==> config.mk <==
export PLATFORM = sky130hd
export DESIGN_NAME = mem_arbiter
export DESIGN_NICKNAME = d
export VERILOG_FILES = /design/src/rtl/mem_arbiter_pkg.sv /design/src/rtl/mem_arbiter.sv
export SDC_FILE = /design/constraint.sdc
export NUM_CORES = 1
export LEC_CHECK = 0
export CAP_MARGIN = 10
export CORE_AREA = 2 2 106 108
export CTS_BUF_LIST = sky130_fd_sc_hd__clkbuf_4 sky130_fd_sc_hd__clkbuf_8
export DETAILED_ROUTE_END_ITERATION = 6
export DIE_AREA = 0 0 108 110
export DONT_BUFFER_PORTS = 1
export GPL_ROUTABILITY_DRIVEN = 0
export PLACE_DENSITY = 0.3
export RECOVER_POWER = 25
export SETUP_SLACK_MARGIN = 0.3
export SLEW_MARGIN = 20
export SYNTH_ARGS = -nofsm -noshare
export SYNTH_HDL_FRONTEND = slang
export SYNTH_SLANG_ARGS = --single-unit
==> constraint.sdc <==
create_clock -name clk -period 2.7 [get_ports clk]
set_input_delay 0.54 -clock clk [delete_from_list [all_inputs] [get_ports clk]]
set_output_delay 0.54 -clock clk [all_outputs]
set_load 0.1 [all_outputs]
==> src/rtl/mem_arbiter_pkg.sv <==
// Shared encodings for the rvseed unified-SRAM arbiter: response owner codes and memory address width.
// CPU_WIDTH falls back to 32 when the core-wide define is not already present.
`ifndef CPU_WIDTH
`define CPU_WIDTH 32
`endif
`ifndef MEM_AW
`define MEM_AW 32
`endif
`ifndef RSP_NONE
`define RSP_NONE 2'd0
`endif
`ifndef RSP_IF
`define RSP_IF 2'd1
`endif
`ifndef RSP_D
`define RSP_D 2'd2
`endif

package mem_arbiter_pkg;

  typedef enum logic [1:0] {
    RSP_NONE = `RSP_NONE,
    RSP_IF   = `RSP_IF,
    RSP_D    = `RSP_D
  } rsp_sel_e;

  localparam int MEM_AW = `MEM_AW;

endpackage

==> src/rtl/mem_arbiter.sv <==
// Fetch/LSU to single-port SRAM arbiter: data has priority, responses routed by a registered owner tag.
// Define MEM_ARB_AGE_EN to force a fetch grant after MAX_WAIT consecutive fetch denials.
`ifndef CPU_WIDTH
`define CPU_WIDTH 32
`endif

module mem_arbiter
  import mem_arbiter_pkg::*;
#(
  parameter int AW       = MEM_AW,
  parameter int DW       = `CPU_WIDTH,
  parameter int MAX_WAIT = 4
) (
  input  logic            clk,
  input  logic            rst,
  input  logic            if_req,
  input  logic [AW-1:0]   if_addr,
  output logic            if_gnt,
  output logic            if_rvalid,
  output logic [DW-1:0]   if_rdata,
  input  logic            d_req,
  input  logic            d_we,
  input  logic [AW-1:0]   d_addr,
  input  logic [DW-1:0]   d_wdata,
  input  logic [DW/8-1:0] d_wstrb,
  output logic            d_gnt,
  output logic            d_rvalid,
  output logic [DW-1:0]   d_rdata,
  output logic            mem_en,
  output logic            mem_we,
  output logic [AW-1:0]   mem_addr,
  output logic [DW-1:0]   mem_wdata,
  output logic [DW/8-1:0] mem_wstrb,
  input  logic [DW-1:0]   mem_rdata
);

  if (MAX_WAIT < 1) begin : g_bad_max_wait
    $error("mem_arbiter: MAX_WAIT must be at least 1");
  end

  rsp_sel_e rsp_sel_q, rsp_sel_d;
  logic     d_we_q, d_we_d;
  logic     age_hit;

`ifdef MEM_ARB_AGE_EN
  localparam int CW = $clog2(MAX_WAIT + 1);

  logic [CW-1:0] wait_cnt_q, wait_cnt_d;

  assign age_hit = (wait_cnt_q == CW'(MAX_WAIT));

  // Counts consecutive cycles fetch was asking but lost; saturates at MAX_WAIT.
  always_comb begin
    wait_cnt_d = wait_cnt_q;
    if (if_gnt || !if_req) begin
      wait_cnt_d = '0;
    end else if (!age_hit) begin
      wait_cnt_d = wait_cnt_q + CW'(1);
    end
  end

  always_ff @(posedge clk) begin
    if (rst) begin
      wait_cnt_q <= '0;
    end else begin
      wait_cnt_q <= wait_cnt_d;
    end
  end
`else
  assign age_hit = 1'b0;
`endif

  // Grant selection and memory command; everything idles to zero while in reset.
  always_comb begin
    if_gnt    = 1'b0;
    d_gnt     = 1'b0;
    mem_en    = 1'b0;
    mem_we    = 1'b0;
    mem_addr  = '0;
    mem_wdata = '0;
    mem_wstrb = '0;
    rsp_sel_d = RSP_NONE;
    d_we_d    = 1'b0;
    if (!rst) begin
      if (if_req && (!d_req || age_hit)) begin
        if_gnt    = 1'b1;
        mem_en    = 1'b1;
        mem_addr  = if_addr;
        rsp_sel_d = RSP_IF;
      end else if (d_req) begin
        d_gnt     = 1'b1;
        mem_en    = 1'b1;
        mem_we    = d_we;
        mem_addr  = d_addr;
        mem_wdata = d_wdata;
        mem_wstrb = d_wstrb;
        rsp_sel_d = RSP_D;
        d_we_d    = d_we;
      end
    end
  end

  always_ff @(posedge clk) begin
    if (rst) begin
      rsp_sel_q <= RSP_NONE;
      d_we_q    <= 1'b0;
    end else begin
      rsp_sel_q <= rsp_sel_d;
      d_we_q    <= d_we_d;
    end
  end

  // Responses are masked during reset so an in-flight access never leaks out.
  assign if_rvalid = !rst && (rsp_sel_q == RSP_IF);
  assign d_rvalid  = !rst && (rsp_sel_q == RSP_D);
  assign if_rdata  = if_rvalid ? mem_rdata : '0;
  assign d_rdata   = (d_rvalid && !d_we_q) ? mem_rdata : '0;

endmodule

==> metrics.csv, run 1 <==
stage,metric,value,unit
clock_tree,clockBufferDepth,2,
synthesis,numSynthFlops,3,
flow_run,drv_cap,1,
detailed_routing,wire_per_inst,15.9,µm
status,violations,"max-capacitance violations, max-slew violations",
detailed_routing,met3_length,837,µm
synthesis,ys_cells,169,
die,die-height,110,µm
final_layout,antennaDiodeCount,0,
status,outcome,"finished, violations left",
final_layout,drive_gt1_frac,0.639,
detailed_routing,maxUsedRoutingLayer,met3,
global_routing,grt_max_degree,70,
global_routing,grt_pass1_wl,8650,µm
clock_tree,cts_setup_buffers,0,
placed_design,dpl_cell_area,0.00310,mm²
final_layout,fin_area,0.00310,mm²
timing,rsz0062_at_grt,no,
timing,fin_crit_sh,0.882,
critical_path,cpMostUsedCell,nor2_1,
timing,setup_viol,0,
detailed_routing,drt_pass1_iterations,4,
timing,max_freq,420,MHz
critical_path,path_delay_family,simple AND/OR/NAND/NOR gates,
timing,report.final.slew_viol_count,1,
worst_hold_path,worst_hold_path_type,in -> reg,
power,powerDensity,323,mW/mm²
timing,hold_viol,0,
detailed_routing,drtAntennaViolNets,0,
die,rows,38,
synthesis,ys_warn_count,0,
detailed_routing,drc,0,
synthesis,avgSynthCellArea,7.09,µm²
clock_tree,clk_pin_slew_worst_paths,0.03,ns
detailed_routing,wirelength,6630,µm
global_routing,grt_antenna_before_repair,0,
die,dieArea,0.0119,mm²
clock_tree,cts_tree,done,
timing,hold_slack,0.392,ns
die,design.core.area,0.0107,mm²
[run 1: report_power, final]
group / internal, W / total [W] / switching, W
Clock: 0.000111 / 0.000140 / 0.0000290
Sequential: 0.0000467 / 0.0000492 / 0.00000247
Combinational: 0.000195 / 0.000812 / 0.000617
Total: 0.000352 / 0.00100 / 0.000649
[run 1: path summary, 6_finish.rpt]
| path | end | startpoint | cells after the start |
|---|---|---|---|
| min | rsp_sel_q[1] | rst | 1 |
| max | mem_en | if_req | 2 |
[run 1: metal layers]
metal / vias to the layer above / global-route usage
met5: - / 0
met4: 0 / 0.0110
met3: 0 / 0.0241
met2: 160 / 0.190
met1: 779 / 0.0898
li1: 803 / -
[run 1: per-stage QoR]
stage	setup slack [ns]	std cells	power [W]	util
2_1_floorplan	0.305	169	0.000694	-
3_3_place_gp	0.620	413	0.000875	0.290
3_5_place_dp	0.614	413	0.000877	0.290
4_1_cts	0.456	417	0.00102	0.294
5_1_grt	0.302	417	0.00103	0.289
6_report	0.318	417	0.00100	0.289
[run 1: area by class of cell]
class                   instances  area [µm²]  area share
repair buffers                125        1700       0.547
multi-input cells             145        1120       0.361
well taps                     140         175      0.0566
flip-flops and latches          3        60.1      0.0194
clock buffers                   4        48.8      0.0158
[run 1: cells in the mapped netlist]
library cell / instances / area [µm²]
a21oi_1: 1 / 5.00
a32o_1: 31 / 310
and2_1: 103 / 644
buf_2: 4 / 20.0
buf_6: 2 / 22.5
clkbuf_1: 15 / 56.3
dfxtp_1: 3 / 60.1
nand2_1: 1 / 3.75
nand3b_1: 1 / 7.51
nor2_1: 3 / 11.3
nor2b_1: 2 / 12.5
nor3b_1: 1 / 7.51
nor3b_2: 1 / 12.5
nor4b_4: 1 / 23.8
[run 1: cell families (layout without fill, tap and decap cells)]
logic type / count (synthesis) / after routing / synth area share
flops: 3 / 3 / 0.0502
compound gates: 32 / 32 / 0.263
simple gates: 113 / 113 / 0.604
buf+inv: 21 / 129 / 0.0825
[run 1: sequential cells by signal, summed over array words and instances, names as in the netlist]
signal     count
rsp_sel_q      2
d_we_q         1
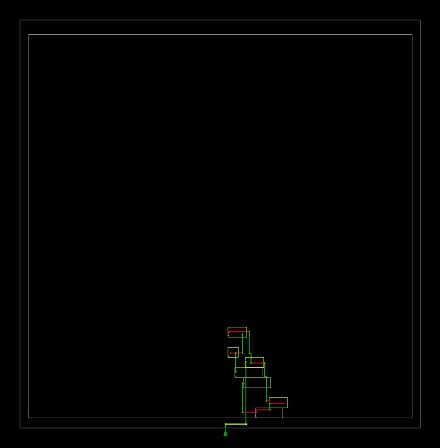
(run_1/clocks.png)
final-layout clock buffer total: 4
CTS sink count: 3
CTS Buf Count: 3

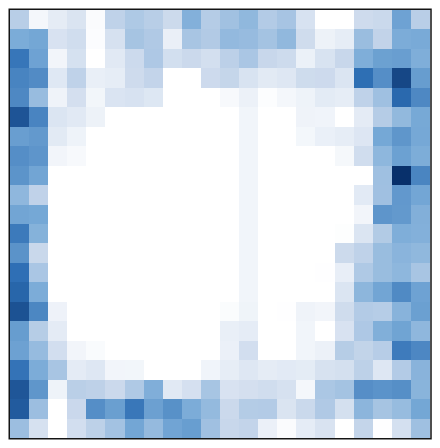
(run_1/metal_density.png)
The die is cut into 22 by 22 equal tiles; white is low, dark blue is high, scaled to the fullest tile. Values are wire area over tile area, all layers added.
- fullest tile: 0.46
- emptiest ninth of the die: center
- tiles over half the peak: 14%
- mean over tiles: 0.093
- nearly empty tiles: 37%

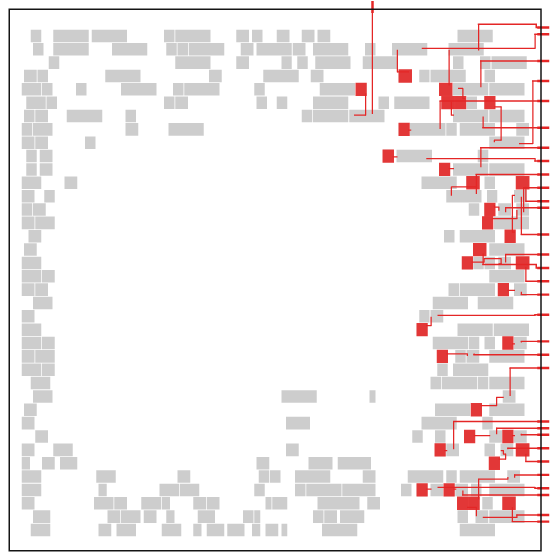
(run_1/io_fan.png)
- red: `if_rdata` (bits 32; direction output; end cells 32; buffers 27; wire 524 µm)
# port buffers: 0
Top Ports: 275

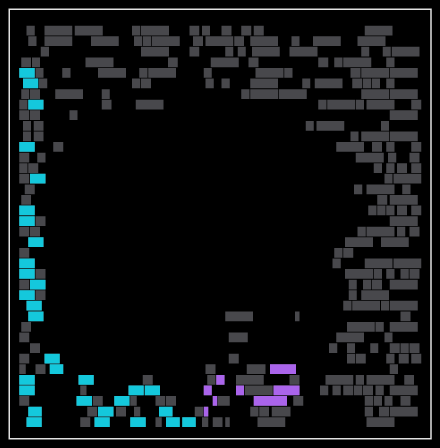
(run_1/logic_types.png)
- purple: nor cells (cells 8; where bottom center)
- cyan: non-inverting ao/oa cells (cells 31)
fin cells: 417
Top cell excl fill/tap: and2_1

==> inputs of run 2 (changes only) <==
--- a/config.mk
+++ b/config.mk
@@ -15,6 +15,7 @@
 export PLACE_DENSITY = 0.3
 export RECOVER_POWER = 25
 export SETUP_SLACK_MARGIN = 0.3
+export SKIP_CTS_REPAIR_TIMING = 1
 export SLEW_MARGIN = 20
 export SYNTH_ARGS = -nofsm -noshare
 export SYNTH_HDL_FRONTEND = slang
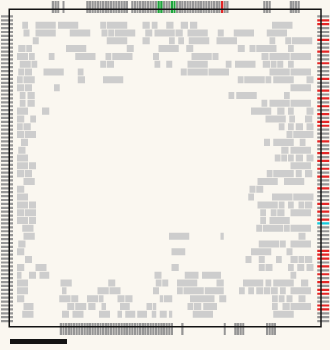
(run_2/io_placement.png)
Bar = 20 µm. Pins as bars across the die edge, other pins in gray.
- red: `if_rdata` (pins 32; direction output; edge 31 right, 1 top)
- cyan: `d_rvalid` (pins 1; direction output; edge right)
- green: `d_wstrb` (pins 4; direction input; edge top)
- all pins by edge: 79 left, 79 right, 64 top, 53 bottom

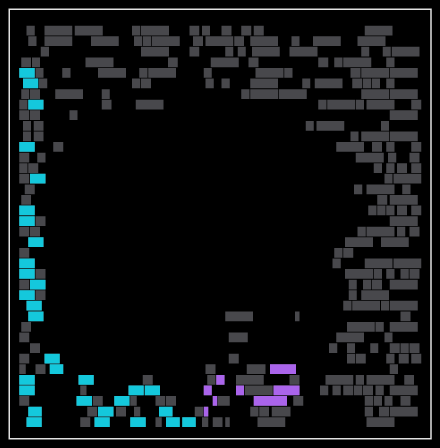
(run_2/logic_types.png)
- cyan: non-inverting ao/oa cells (cells 31)
- purple: nor cells (cells 8; where bottom center)
Comb area share: 0.361

==> run 2 against run 1 <==
The flow still finishes with violations (max-capacitance violations, max-slew violations). Die area unchanged. Sequential cell count unchanged. Clock-buffer cell count unchanged. Area after synthesis unchanged. Global-route usage stayed put. Combinational power about the same. Wire length unchanged. Clock power hardly changed.
==> metrics.csv, run 2 <==
stage,metric,value,unit,change
flow_run,drv_cap,1,,unchanged
clock_tree,clockBufferDepth,2,,unchanged
power,powerDensity,323,mW/mm²,unchanged
worst_hold_path,worst_hold_path_type,in -> reg,,unchanged
timing,rsz0062_at_grt,no,,unchanged
detailed_routing,wire_per_inst,15.9,µm,unchanged
detailed_routing,drt_pass1_iterations,4,,unchanged
timing,report.final.slew_viol_count,1,,unchanged
synthesis,top_cells_by_count,"and2_1 (103), a32o_1 (31), clkbuf_1 (15)",,unchanged
critical_path,worstSetupEndpoint,mem_en,,unchanged
final_layout,lay_top_count,and2_1,,unchanged
synthesis,ys_cells,169,,unchanged
detailed_routing,drc,0,,unchanged
final_layout,drive_gt1_frac,0.639,,unchanged
clock_tree,clkSinkCount,3,,unchanged
synthesis,top_cells_by_area,"and2_1 (54%), a32o_1 (26%), dfxtp_1 (5.0%)",,unchanged
clock_tree,clk_pin_slew_worst_paths,0.03,ns,about the same
detailed_routing,wirelength,6630,µm,unchanged
status,violations,"max-capacitance violations, max-slew violations",,unchanged
final_layout,largest_register_ffs,2,,unchanged
timing,setup_viol,0,,unchanged
synthesis,edf_count,0,,unchanged
placed_design,post-place-cells,413,,unchanged
critical_path,cp_num_cells,2,,unchanged
die,rows,38,,unchanged
critical_path,path_delay_family,simple AND/OR/NAND/NOR gates,,unchanged
synthesis,yosysTopAreaCell,and2_1,,unchanged
die,die-height,110,µm,unchanged
final_layout,antennaDiodeCount,0,,unchanged
timing,max_freq,420,MHz,unchanged
timing,hold_viol,0,,unchanged
synthesis,top_area_frac,0.538,,unchanged
die,ios,275,,unchanged
synthesis,top_cell,and2_1,,unchanged
status,outcome,"finished, violations left",,unchanged
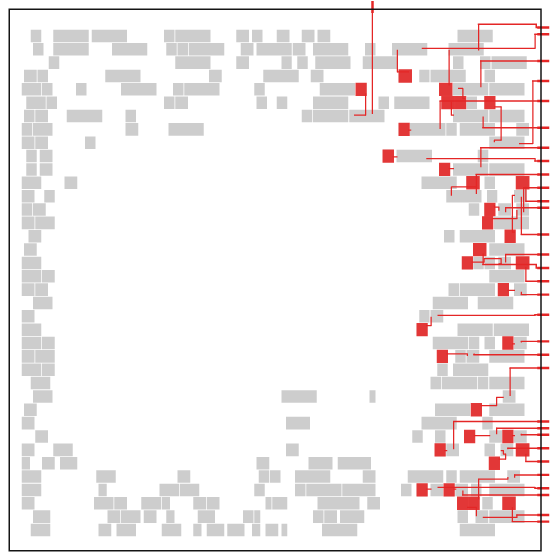
(run_2/io_fan.png)

run 2: stage by stage:
step                      setup WS, ns  hold WS [ns]  cell area [µm²]  utilization
after floorplan                  0.305         0.612             1290            -
after global placement           0.620         0.617             3100        0.290
after detailed placement         0.614         0.615             3100        0.290
final                            0.318         0.392             3100        0.289
after CTS                        0.456         0.387             3150        0.294
after global routing             0.302         0.391             3100        0.289
run 2: how the worst min path moves through the flow:
stage	startpoint	end	depth (start not counted)	slack, ns
2_1_floorplan	rst	rsp_sel_q[1]	1	0.61
3_3_place_gp	rst	rsp_sel_q[1]	1	0.62
3_5_place_dp	rst	rsp_sel_q[1]	1	0.61
4_1_cts	rst	rsp_sel_q[1]	1	0.39
5_1_grt	rst	rsp_sel_q[1]	1	0.39
6_report	rst	rsp_sel_q[1]	1	0.39
run 2: cells by family after synthesis:
group,count (synthesis),share of synthesized area
DFF,3,0.0502
AOI/OAI and AO/OA,32,0.263
buffers and inverters,21,0.0825
and+or+nand+nor,113,0.604
run 2: power breakdown:
group          internal (W)  switching (W)
clock              0.000111      0.0000290
combinational      0.000195       0.000617
sequential        0.0000467     0.00000247
total              0.000352       0.000649
run 2: metal layers:
layer	routed length, µm	GRT usage	up-vias
met5	0	0	-
met4	0	0.0110	0
met3	837	0.0241	0
met2	3750	0.190	160
met1	2040	0.0898	779
li1	-	-	803
run 2: area by class of cell:
cell class / count / area (µm²) / area share
clock buffers: 4 / 48.8 / 0.0158
multi-input cells: 145 / 1120 / 0.361
flip-flops and latches: 3 / 60.1 / 0.0194
well taps: 140 / 175 / 0.0566
repair buffers: 125 / 1700 / 0.547
Power and IR drop assume default switching activity.
